## config.mk

```make
export PLATFORM = sky130hd
export DESIGN_NAME = z80_bus_responder
export DESIGN_NICKNAME = d
export VERILOG_FILES = /design/src/rtl/z80_bus_responder_pkg.sv /design/src/rtl/z80_bus_responder_wait_counter.sv /design/src/rtl/z80_bus_responder.sv
export SDC_FILE = /design/constraint.sdc
export NUM_CORES = 1
export LEC_CHECK = 0
export CORE_ASPECT_RATIO = 0.75
export CORE_MARGIN = 3
export CORE_UTILIZATION = 41
export DETAILED_ROUTE_END_ITERATION = 8
export PLACE_DENSITY = 0.77
export SLEW_MARGIN = 20
export SYNTH_ARGS = -nofsm -noshare
export SYNTH_HDL_FRONTEND = slang
export SYNTH_SLANG_ARGS = --single-unit
```

## constraint.sdc

```tcl
create_clock -name CLK -period 2.5 [get_ports CLK]
set_input_delay 0.375 -clock CLK [delete_from_list [all_inputs] [get_ports CLK]]
set_output_delay 0.375 -clock CLK [all_outputs]
set_load 0.02 [all_outputs]
```

## src/rtl/z80_bus_responder_pkg.sv

```systemverilog
// Shared types for the Z80 bus responder: FSM states,
// access-kind codes and the data pattern seen on idle/timeout reads.
package z80_bus_responder_pkg;

  typedef enum logic [1:0] {
    ST_IDLE,
    ST_MEMW,
    ST_IOW,
    ST_ACK
  } bus_state_t;

  typedef enum logic [1:0] {
    KIND_MEM_RD,
    KIND_MEM_WR,
    KIND_IO_RD,
    KIND_IO_WR
  } acc_kind_t;

  localparam logic [7:0] IDLE_DATA = 8'hFF;

  function automatic acc_kind_t acc_kind(
    input logic mem,
    input logic wr
  );
    acc_kind_t k;
    unique case (1'b1)
      mem && !wr:  k = KIND_MEM_RD;
      mem && wr:   k = KIND_MEM_WR;
      !mem && !wr: k = KIND_IO_RD;
      default:     k = KIND_IO_WR;
    endcase
    return k;
  endfunction

endpackage

```

## src/rtl/z80_bus_responder_wait_counter.sv

```systemverilog
// bus_wait_counter: 8-bit saturating stall counter.
// Ports: load/load_val restart, en counts, term/tmo compare flags.
module bus_wait_counter (
  input  logic       clk,
  input  logic       rst_n,
  input  logic       load,
  input  logic [7:0] load_val,
  input  logic       en,
  input  logic [7:0] term_val,
  input  logic [7:0] tmo_val,
  output logic       term,
  output logic       tmo
);

  logic [7:0] cnt;

  always_ff @(posedge clk or negedge rst_n) begin
    if (!rst_n) begin
      cnt <= 8'd0;
    end else if (load) begin
      cnt <= load_val;
    end else if (en && cnt != 8'hFF) begin
      cnt <= cnt + 8'd1;
    end
  end

  assign term = cnt >= term_val;
  assign tmo  = cnt >= tmo_val;

endmodule

```

## src/rtl/z80_bus_responder.sv

```systemverilog
// Z80 bus target: stalls the core with WAIT_B and forwards each
// access to a 1-cycle sync SRAM port or an 8-bit handshaked I/O port.
module z80_bus_responder
  import z80_bus_responder_pkg::*;
#(
  parameter int MEM_WAIT = 1,
  parameter int IO_WAIT  = 2,
  parameter int IO_TMO   = 64
) (
  input  logic        CLK,
  input  logic        RESET_B,
  input  logic        MREQ_B,
  input  logic        IORQ_B,
  input  logic        RD_B,
  input  logic        WR_B,
  input  logic [15:0] ADDR,
  input  logic [7:0]  BUS_WDATA,
  output logic [7:0]  BUS_RDATA,
  output logic        WAIT_B,
  output logic [15:0] MEM_ADDR,
  output logic [7:0]  MEM_WDATA,
  output logic        MEM_RE,
  output logic        MEM_WE,
  input  logic [7:0]  MEM_RDATA,
  output logic [7:0]  IO_ADDR,
  output logic [7:0]  IO_WDATA,
  output logic        IO_RD,
  output logic        IO_WR,
  input  logic        IO_READY,
  input  logic [7:0]  IO_RDATA,
  output logic        BUS_ERR
);

  localparam logic [7:0] MEM_TERM = 8'(MEM_WAIT);
  localparam logic [7:0] IO_TERM  = 8'(IO_WAIT);
  // Timeout fires on the IO_TMO-th cycle spent in IOW.
  localparam logic [7:0] TMO_CNT  = 8'(IO_TMO - 1);

  bus_state_t state;
  acc_kind_t  kind;

  logic mreq, iorq, rd, wr;
  logic req, illegal;
  logic cnt_term, cnt_tmo;
  logic [7:0] term_val;

  assign mreq = ~MREQ_B;
  assign iorq = ~IORQ_B;
  assign rd   = ~RD_B;
  assign wr   = ~WR_B;

  assign req     = (mreq ^ iorq) & (rd ^ wr);
  assign illegal = (mreq & iorq) | (rd & wr);

  assign WAIT_B = ~(req & (state != ST_ACK));

  assign term_val = (state == ST_IOW) ? IO_TERM : MEM_TERM;

  bus_wait_counter u_wait_cnt (
    .clk      (CLK),
    .rst_n    (RESET_B),
    .load     (state == ST_IDLE),
    .load_val (8'd0),
    .en       ((state == ST_MEMW) || (state == ST_IOW)),
    .term_val (term_val),
    .tmo_val  (TMO_CNT),
    .term     (cnt_term),
    .tmo      (cnt_tmo)
  );

  always_ff @(posedge CLK or negedge RESET_B) begin
    if (!RESET_B) begin
      state     <= ST_IDLE;
      kind      <= KIND_MEM_RD;
      BUS_RDATA <= IDLE_DATA;
      MEM_ADDR  <= 16'd0;
      MEM_WDATA <= 8'd0;
      MEM_RE    <= 1'b0;
      MEM_WE    <= 1'b0;
      IO_ADDR   <= 8'd0;
      IO_WDATA  <= 8'd0;
      IO_RD     <= 1'b0;
      IO_WR     <= 1'b0;
      BUS_ERR   <= 1'b0;
    end else begin
      MEM_RE <= 1'b0;
      MEM_WE <= 1'b0;
      if (illegal) begin
        BUS_ERR <= 1'b1;
      end
      unique case (state)
        ST_IDLE: begin
          if (req) begin
            kind <= acc_kind(mreq, wr);
            if (mreq) begin
              MEM_ADDR  <= ADDR;
              MEM_WDATA <= BUS_WDATA;
              MEM_RE    <= rd;
              MEM_WE    <= wr;
              state     <= ST_MEMW;
            end else begin
              IO_ADDR  <= ADDR[7:0];
              IO_WDATA <= BUS_WDATA;
              IO_RD    <= rd;
              IO_WR    <= wr;
              state    <= ST_IOW;
            end
          end
        end
        ST_MEMW: begin
          if (cnt_term) begin
            if (kind == KIND_MEM_RD) begin
              BUS_RDATA <= MEM_RDATA;
            end
            state <= ST_ACK;
          end
        end
        ST_IOW: begin
          // A ready peripheral wins over a same-cycle timeout.
          if (cnt_term && IO_READY) begin
            if (kind == KIND_IO_RD) begin
              BUS_RDATA <= IO_RDATA;
            end
            IO_RD <= 1'b0;
            IO_WR <= 1'b0;
            state <= ST_ACK;
          end else if (cnt_tmo) begin
            BUS_RDATA <= IDLE_DATA;
            BUS_ERR   <= 1'b1;
            IO_RD     <= 1'b0;
            IO_WR     <= 1'b0;
            state     <= ST_ACK;
          end
        end
        ST_ACK: begin
          state <= ST_IDLE;
        end
        default: begin
          state <= ST_IDLE;
        end
      endcase
    end
  end

endmodule

```

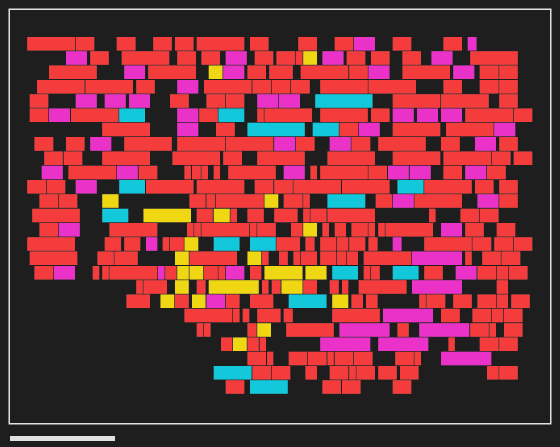
(images/sizing.png)
Scale bar: 20 um.
Key: magenta = x2 [cells 54, share 15%]; red = x1 and smaller [cells 258, share 74%]; cyan = x6 and larger [cells 16, share 4.6%]; yellow = x3 and x4 [cells 22, share 6.3%]

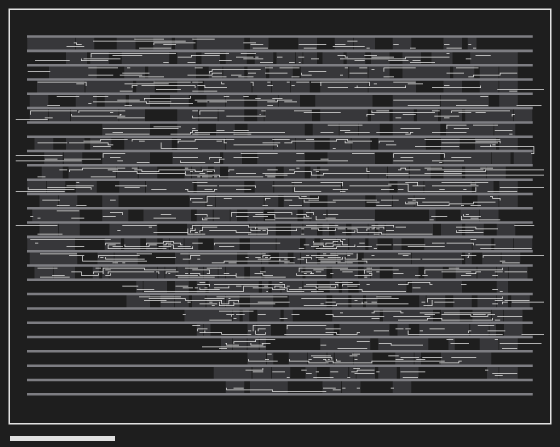
(images/m1.png)
Scale bar: 20 um. Supply wires on this layer in gray.
356 nets have wire on it. The layer holds 43% of the routed length. The longest straight run is 29.9 um. The wires run mostly horizontal. The layer carries 2,930 um of wire.

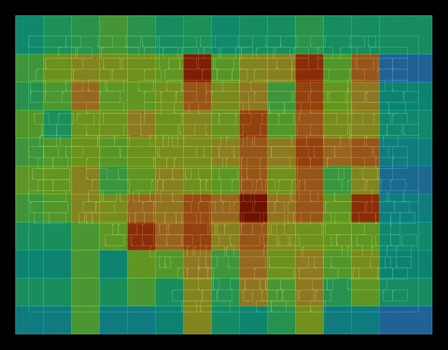
(images/congestion_map.png)
met2 global-route usage: 28.03%
Layout Utilization: 66.78%

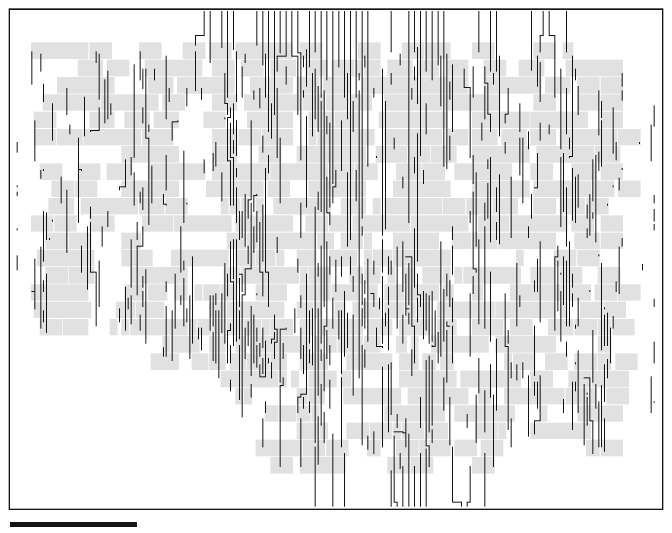
(images/m2.png)
Scale bar: 20 um.
The wires run mostly vertical. The layer carries 3,340 um of wire. 357 nets have wire on it. The longest straight run is 45.2 um.

==> results.py <==
# Auto-generated metrics
metrics = {
    "run_status": {
        "status": "completed",
    },
    "critical_path": {
        "r2r_slack_ps": 140,
        "cp_top_family": "AND-OR/OR-AND gates",
        "critPathCaptureType": "register",
        "worstRegToRegCells": 10,
        "critPathMaxFanout": 8,
        "cpMaxStageDelayCell": "or4_4",
        "path_depth": 10,
        "critPathKind": "reg -> reg",
        "worstPathRequired_ps": 2750,
        "path_cells": "inv_2 > ha_4 > inv_4 > ha_1 > or4_4 > a211oi_4 > nor3_2 > o311ai_4 > buf_12 > mux2i_1",
        "crit_path_start_kind": "register",
        "slowest_delay_ps": 430,
        "crit_start": "state[0]",
    },
    "timing": {
        "setup_slack_ps": 136.8,
        "worst_pin_slew_ps": 578.5,
    },
    "die": {
        "dieArea_mm2": 0.008057,
        "die_y_um": 78.49,
        "nWellTaps": 81,
        "core.rowCount": 25,
    },
    "cells_and_area": {
        "biggestCellCategory": "registers",
        "clock_area_share_pct": 5.245,
        "lay_top_cells": "98 x clkdlybuf4s50_1, 57 x dfrtp_1, 40 x mux2_2",
        "antennaDiodeCount": 0,
        "largest_reg_flops": 16,
        "fin_cells": 431,
        "logic_area_mm2": 0.001156,
        "regMostFlops": "MEM_ADDR",
        "buffers_excl_clock": 117,
    },
    "logic_synthesis": {
        "yosysUniqueCellTypes": 36,
        "syn_inst": 225,
        "yosysTopAreaCell": "dfrtp_1",
        "yosys-top-cells-area": "dfrtp_1 50%, mux2_2 16%, dfstp_2 7.3%",
    },
    "run": {
        "max-cap-violations": 0,
    },
    "global_route": {
        "grt_use_met3_pct": 6.039,
        "antenna_found_initial": 0,
        "use_met1_pct": 22.32,
        "track_usage_pct": 17.46,
    },
    "power": {
        "powerClk_w": 0.000988,
        "pwr-share-seq_pct": 31.1,
        "power_leader": "combinational cells",
        "p_int_w": 0.003736,
    },
    "clock_network": {
        "cts_max_path_buffers": 2,
        "clk_latency_ps": 330,
        "cts_buffers": 9,
        "clock-root-buffer": "clkbuf_8",
    },
    "drt": {
        "met1Wirelength_mm": 2.930,
        "vias": 2130,
        "drt_iter0_markers": 55,
        "drcViolationCount": 0,
        "drtAntennaViolNets": 0,
    },
    "min_path": {
        "hold_path_class": "in -> async",
    },
}
Power and IR drop assume default switching activity.
